--- src/rtl/mem_stage.sv ---
// mem_stage: memory-access pipeline stage between EX/MEM and MEM/WB.
// Issues load/store requests over a req/ready/rvalid handshake, lines up and
// extends load data, builds store byte enables, and holds upstream while an
// access is in flight.
//
// state  | meaning
// -------+--------------------------------------------------------------
// IDLE   | accept EX/MEM; non-memop/misaligned pass straight to MEM/WB
// REQ    | dmem_req high, request fields frozen until dmem_ready
// WAIT   | load accepted, waiting for dmem_rvalid
// DONE   | access finished, MEM/WB loads the instruction with its result
module mem_stage #(
   parameter int WIDTH    = 32,
   parameter int ADDR_LEN = 32
) (
   input  logic                clk,
   input  logic                reset,
   input  logic                valid_i,
   input  logic [ADDR_LEN-1:0] pc_i,
   input  logic [WIDTH-1:0]    alu_out_i,
   input  logic [WIDTH-1:0]    rs2_data_i,
   input  logic [4:0]          rd_addr_i,
   input  logic                rf_w_en_i,
   input  logic [1:0]          wbsel_i,
   input  logic                mem_w_en_i,
   input  logic [2:0]          funct3_i,
   output logic                stall_o,
   output logic                dmem_req,
   output logic                dmem_we,
   output logic [ADDR_LEN-1:0] dmem_addr,
   output logic [WIDTH-1:0]    dmem_wdata,
   output logic [3:0]          dmem_be,
   input  logic                dmem_ready,
   input  logic                dmem_rvalid,
   input  logic [WIDTH-1:0]    dmem_rdata,
   output logic                valid_o,
   output logic [ADDR_LEN-1:0] pc_o,
   output logic [WIDTH-1:0]    alu_out_o,
   output logic [4:0]          rd_addr_o,
   output logic                rf_w_en_o,
   output logic [1:0]          wbsel_o,
   output logic [WIDTH-1:0]    load_data_o,
   output logic                misalign_o
);

   typedef enum logic [1:0] {S_IDLE, S_REQ, S_WAIT, S_DONE} state_t;

   state_t              r_state;
   logic                r_is_store;
   logic [2:0]          r_f3;
   logic [1:0]          r_off;
   logic [WIDTH-1:0]    r_ld_cap;
   logic                r_dmem_we;
   logic [ADDR_LEN-1:0] r_dmem_addr;
   logic [WIDTH-1:0]    r_dmem_wdata;
   logic [3:0]          r_dmem_be;
   logic                r_valid;
   logic [ADDR_LEN-1:0] r_pc;
   logic [WIDTH-1:0]    r_alu;
   logic [4:0]          r_rd;
   logic                r_rf_w_en;
   logic [1:0]          r_wbsel;
   logic [WIDTH-1:0]    r_load_data;
   logic                r_misalign;

   logic                w_load;
   logic                w_store;
   logic                w_memop;
   logic                w_misalign;
   logic                w_accept;
   logic [1:0]          w_off;
   logic [3:0]          w_be;
   logic [WIDTH-1:0]    w_wdata;

   // Picks the addressed byte/halfword out of the returned word and extends it.
   function automatic logic [WIDTH-1:0] align_load(input logic [WIDTH-1:0] word,
                                                   input logic [1:0]       off,
                                                   input logic [2:0]       f3);
      logic [7:0]  b;
      logic [15:0] h;
      b = word[{off, 3'b000} +: 8];
      h = off[1] ? word[31:16] : word[15:0];
      case (f3)
         3'b000:  align_load = {{(WIDTH-8){b[7]}}, b};
         3'b100:  align_load = {{(WIDTH-8){1'b0}}, b};
         3'b001:  align_load = {{(WIDTH-16){h[15]}}, h};
         3'b101:  align_load = {{(WIDTH-16){1'b0}}, h};
         default: align_load = word;
      endcase
   endfunction

   // Classify the EX/MEM instruction and flag misaligned memops.
   always_comb begin
      w_load     = valid_i & (wbsel_i == 2'b01) & rf_w_en_i;
      w_store    = valid_i & mem_w_en_i;
      w_memop    = w_load | w_store;
      w_off      = alu_out_i[1:0];
      w_misalign = 1'b0;
      case (funct3_i)
         3'b000, 3'b100: w_misalign = 1'b0;
         3'b001, 3'b101: w_misalign = w_off[0];
         default:        w_misalign = |w_off;
      endcase
      w_misalign = w_misalign & w_memop;
      w_accept   = w_memop & ~w_misalign;
   end

   // Store lane replication and byte enables; unused size codes act as word.
   always_comb begin
      w_be    = 4'b1111;
      w_wdata = rs2_data_i;
      case (funct3_i)
         3'b000: begin
            w_be    = 4'b0001 << w_off;
            w_wdata = {4{rs2_data_i[7:0]}};
         end
         3'b001: begin
            w_be    = 4'b0011 << w_off;
            w_wdata = {2{rs2_data_i[15:0]}};
         end
         default: begin
            w_be    = 4'b1111;
            w_wdata = rs2_data_i;
         end
      endcase
   end

   // Access sequencer plus the MEM/WB register it controls.
   always_ff @(posedge clk) begin
      if (reset) begin
         r_state      <= S_IDLE;
         r_is_store   <= 1'b0;
         r_f3         <= '0;
         r_off        <= '0;
         r_ld_cap     <= '0;
         r_dmem_we    <= 1'b0;
         r_dmem_addr  <= '0;
         r_dmem_wdata <= '0;
         r_dmem_be    <= '0;
         r_valid      <= 1'b0;
         r_pc         <= '0;
         r_alu        <= '0;
         r_rd         <= '0;
         r_rf_w_en    <= 1'b0;
         r_wbsel      <= '0;
         r_load_data  <= '0;
         r_misalign   <= 1'b0;
      end else begin
         case (r_state)
            S_IDLE: begin
               if (w_accept) begin
                  r_state      <= S_REQ;
                  r_is_store   <= w_store;
                  r_f3         <= funct3_i;
                  r_off        <= w_off;
                  r_ld_cap     <= '0;
                  r_dmem_we    <= w_store;
                  r_dmem_addr  <= {alu_out_i[ADDR_LEN-1:2], 2'b00};
                  r_dmem_wdata <= w_wdata;
                  r_dmem_be    <= w_be;
                  r_valid      <= 1'b0;
                  r_rf_w_en    <= 1'b0;
                  r_load_data  <= '0;
                  r_misalign   <= 1'b0;
               end else begin
                  r_valid     <= valid_i;
                  r_pc        <= pc_i;
                  r_alu       <= alu_out_i;
                  r_rd        <= rd_addr_i;
                  r_rf_w_en   <= rf_w_en_i & ~w_misalign;
                  r_wbsel     <= wbsel_i;
                  r_load_data <= '0;
                  r_misalign  <= w_misalign;
               end
            end
            S_REQ: begin
               if (dmem_ready) begin
                  r_state <= r_is_store ? S_DONE : S_WAIT;
               end
            end
            S_WAIT: begin
               if (dmem_rvalid) begin
                  r_ld_cap <= align_load(dmem_rdata, r_off, r_f3);
                  r_state  <= S_DONE;
               end
            end
            S_DONE: begin
               r_valid     <= 1'b1;
               r_pc        <= pc_i;
               r_alu       <= alu_out_i;
               r_rd        <= rd_addr_i;
               r_rf_w_en   <= rf_w_en_i;
               r_wbsel     <= wbsel_i;
               r_load_data <= r_ld_cap;
               r_misalign  <= 1'b0;
               r_state     <= S_IDLE;
            end
            default: r_state <= S_IDLE;
         endcase
      end
   end

   // Stall must rise in the same cycle an aligned memop shows up in IDLE.
   always_comb begin
      stall_o  = ~reset & (((r_state == S_IDLE) & w_accept) |
                           (r_state == S_REQ) | (r_state == S_WAIT));
      dmem_req = (r_state == S_REQ);
   end

   assign dmem_we     = r_dmem_we;
   assign dmem_addr   = r_dmem_addr;
   assign dmem_wdata  = r_dmem_wdata;
   assign dmem_be     = r_dmem_be;
   assign valid_o     = r_valid;
   assign pc_o        = r_pc;
   assign alu_out_o   = r_alu;
   assign rd_addr_o   = r_rd;
   assign rf_w_en_o   = r_rf_w_en;
   assign wbsel_o     = r_wbsel;
   assign load_data_o = r_load_data;
   assign misalign_o  = r_misalign;

endmodule

--- config.mk ---
export PLATFORM = sky130hd
export DESIGN_NAME = mem_stage
export DESIGN_NICKNAME = d
export VERILOG_FILES = /design/src/rtl/mem_stage.sv
export SDC_FILE = /design/constraint.sdc
export NUM_CORES = 1
export LEC_CHECK = 0
export CORE_ASPECT_RATIO = 1.25
export CORE_MARGIN = 2
export CORE_UTILIZATION = 49
export DETAILED_ROUTE_END_ITERATION = 16
export PLACE_DENSITY = 0.9
export SLEW_MARGIN = 20
export SYNTH_ARGS = -nofsm -noshare
export SYNTH_HDL_FRONTEND = slang
export SYNTH_SLANG_ARGS = --single-unit
--- constraint.sdc ---
create_clock -name clk -period 4.5 [get_ports clk]
set_input_delay 0.9 -clock clk [delete_from_list [all_inputs] [get_ports clk]]
set_output_delay 0.9 -clock clk [all_outputs]
set_load 0.005 [all_outputs]
==> flow_metrics.rpt <==
PHYSICAL IMPLEMENTATION REPORT
----------------------------------------------------
[Synth]
  Largest family of logic cells by area ........................ AND-OR/OR-AND gates
  Synth Area in Simple Gates ........................ 0.195
  Post-synth EDFFs ........................ 0
  Yosys xor share ........................ 0
  Top cell type by total area after synthesis ........................ sky130_fd_sc_hd__dfxtp_1
  Synth Cell Area ........................ 9230 µm²
  AND-OR/OR-AND Cells, Area Fraction ........................ 0.242
  Top cells by instance count after synthesis ........................ sky130_fd_sc_hd__dfxtp_1, sky130_fd_sc_hd__a21oi_1, sky130_fd_sc_hd__nand2_1
  Synthesized-area fraction occupied by adder cells ........................ 0.00678
  Register area share after synthesis ........................ 0.460
  Cells taking the most area after synthesis ........................ sky130_fd_sc_hd__dfxtp_1, sky130_fd_sc_hd__a21oi_1, sky130_fd_sc_hd__nand2_1
  Synth Warn # ........................ 0
  Register bit total from synthesis ........................ 212
  Mean area per synthesized cell ........................ 8.45 µm²

[Finish]
  Sequential cell area ........................ 4240 µm²
  Most frequent logic cells in the routed design ........................ sky130_fd_sc_hd__clkdlybuf4s50_1, sky130_fd_sc_hd__dfxtp_1, sky130_fd_sc_hd__a21oi_1
  Final core utilization ........................ 0.701
  Sequential cell count ........................ 212
  Final std cell area, no fill ........................ 13100 µm²
  Most used logic cell in the final layout ........................ sky130_fd_sc_hd__clkdlybuf4s50_1
  Repair and plain buffers ........................ 333
  Clock-cell share ........................ 0.0557
  Fraction of area in multi-input gates ........................ 0.341
  Synthesis-to-layout area growth ........................ 41.5%
  Clock buffer count ........................ 33
  Largest cell class by area ........................ multi-input combinational cells
  Nonclk inv count ........................ 7
  Antenna diodes ........................ 0

[Clocking]
  Clock transition at the register clock pins on the worst setup and hold paths after CTS ........................ 0.06 ns
  H-tree level count ........................ 1
  CTS tree ........................ done
  Number of buffers added by the clock tree synthesis step ........................ 22
  Cell resize tally after clock tree synthesis ........................ 0
  Clock root buffer ........................ sky130_fd_sc_hd__clkbuf_16
  Clock latency on the worst-skew pair ........................ 0.51 ns
  Max Root-Sink Buffers ........................ 3

[Power and ir drop]
  Seq. pwr ........................ 2280 µW
  Reported net switching power ........................ 1970 µW
  Clock group total power ........................ 1820 µW
  Int Power ........................ 4280 µW
  Combinational cell fraction of total power ........................ 0.344
  Top pwr grp ........................ registers
  Power share of the clock group ........................ 0.291
  VDD IR-drop max ........................ 0.406 mV
  Pleak ........................ 0.00465 µW
  Fraction of power spent switching nets ........................ 0.315
  Power consumed by combinational cells ........................ 2150 µW

[Drt]
  Detail Route Antenna Nets ........................ 0
  Sum of met3 wire segment lengths after detailed routing ........................ 2.45 mm
  Highest signal layer in the routed design ........................ met5
  1st-pass router iterations ........................ 5
  Via count normalized by instance count ........................ 5.68
  Met1 routed wirelength after detailed routing ........................ 10.9 mm
  Wirelength, routed ........................ 28.5 mm
  Iteration-0 DRC count of the detailed router ........................ 609

[STA]
  Total of endpoints with negative setup slack in the final report ........................ 0
  Worst clock skew ........................ 0.0234 ns
  Worst-margin pin slew ........................ 1.03 ns
  Period utilization ........................ 0.800
  Fin worst setup slack ........................ 0.899 ns
  Peak clock frequency supported by timing ........................ 278 MHz
  Shortest clock period the worst path allows after layout ........................ 3.60 ns
  Setup Total Neg Slack ........................ 0 ns
  Number of slew-limit violations in the final report ........................ 0
  Worst hold-check slack ........................ 0.454 ns
  Max_slew headroom ........................ 0.311
  Hold Fails Final Rpt ........................ 0

[Global routing]
  First-pass GRT wire length ........................ 43.7 mm
  Overall Global Routing Usage ........................ 0.271
  Peak-usage layer in the global routing report ........................ met2
  Initial antenna violation count ........................ 1
  Aggregate global routing overflow ........................ 0
  Via count of the first global-routing pass ........................ 8426
  Maximum number of pins on one net before global-route repair ........................ 102

[Place]
  Total instance count after detailed placement ........................ 1548
  Setup slack at placement ........................ 0.846 ns
  Placed inst area ........................ 12300 µm²

[Setup path]
  Startpoint type of the worst setup path ........................ input port
  Largest delay contributor family on the critical path ........................ buffers and inverters
  Reg2Reg Launch Point ........................ r_state[1]
  Category of the critical setup timing path ........................ input port to output port
  Slowest cell on the critical path ........................ sky130_fd_sc_hd__clkdlybuf4s50_1
  Capture point of the worst reg-to-reg path ........................ pc_o[4]
  Flop2flop setup slack ........................ 1.94 ns
  Launching instance or port of the critical path ........................ valid_i
  Max FO, Critical Path ........................ 5
  Kind of end point of the critical path ........................ output port
  Most repeated library cell on the critical path ........................ sky130_fd_sc_hd__clkdlybuf4s50_1
  Crit path required time ........................ 3.60 ns

[Floorplan]
  # Taps ........................ 232
  Die area ........................ 20000 µm²

[Worst hold path]
  HP Class ........................ flip-flop to flip-flop
  Hold path startpoint ........................ dmem_addr[8]

[Job]
  Max Cap Viol ........................ 0

[Run status]
  Status ........................ completed

----------------------------------------------------
route_heat.png
Scale: 2 px per µm. The die is cut into 25 by 31 equal tiles; dark blue is low, red is high, scaled to the fullest tile. Values are wire area over tile area, all layers added.
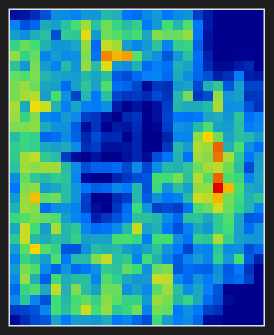
fullest tile = 0.74
tiles over half the peak = 20%
mean over tiles = 0.24
nearly empty tiles = 8.5%
densest ninth of the die = middle right
routed length per placed instance: 18.0 µm
Vias: 9006

pinout.png
Scale: 3 px per µm. Pins as bars across the die edge, other pins in grey.
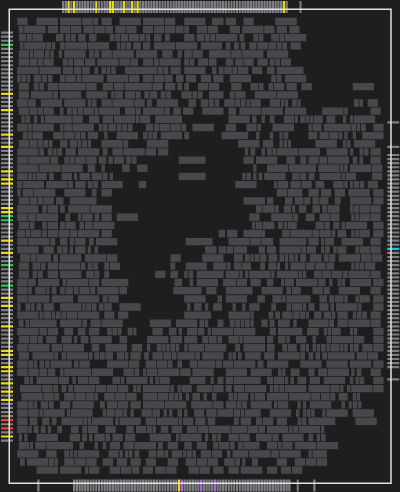
red -> wbsel_i  # pins 2, direction input, edge left
green -> rd_addr_o  # pins 5, direction output, edge left
yellow -> dmem_addr  # pins 32, direction output, edge 22 left, 9 top, 1 bottom
purple -> funct3_i  # pins 3, direction input, edge bottom
cyan -> misalign_o  # pins 1, direction output, edge right
quantity of I/O buffers inserted on ports: 319
Vert. Die Dim: 157 µm
x dimension of the die: 127 µm

Power figures rest on the tool's default switching activity, not on a simulated workload.
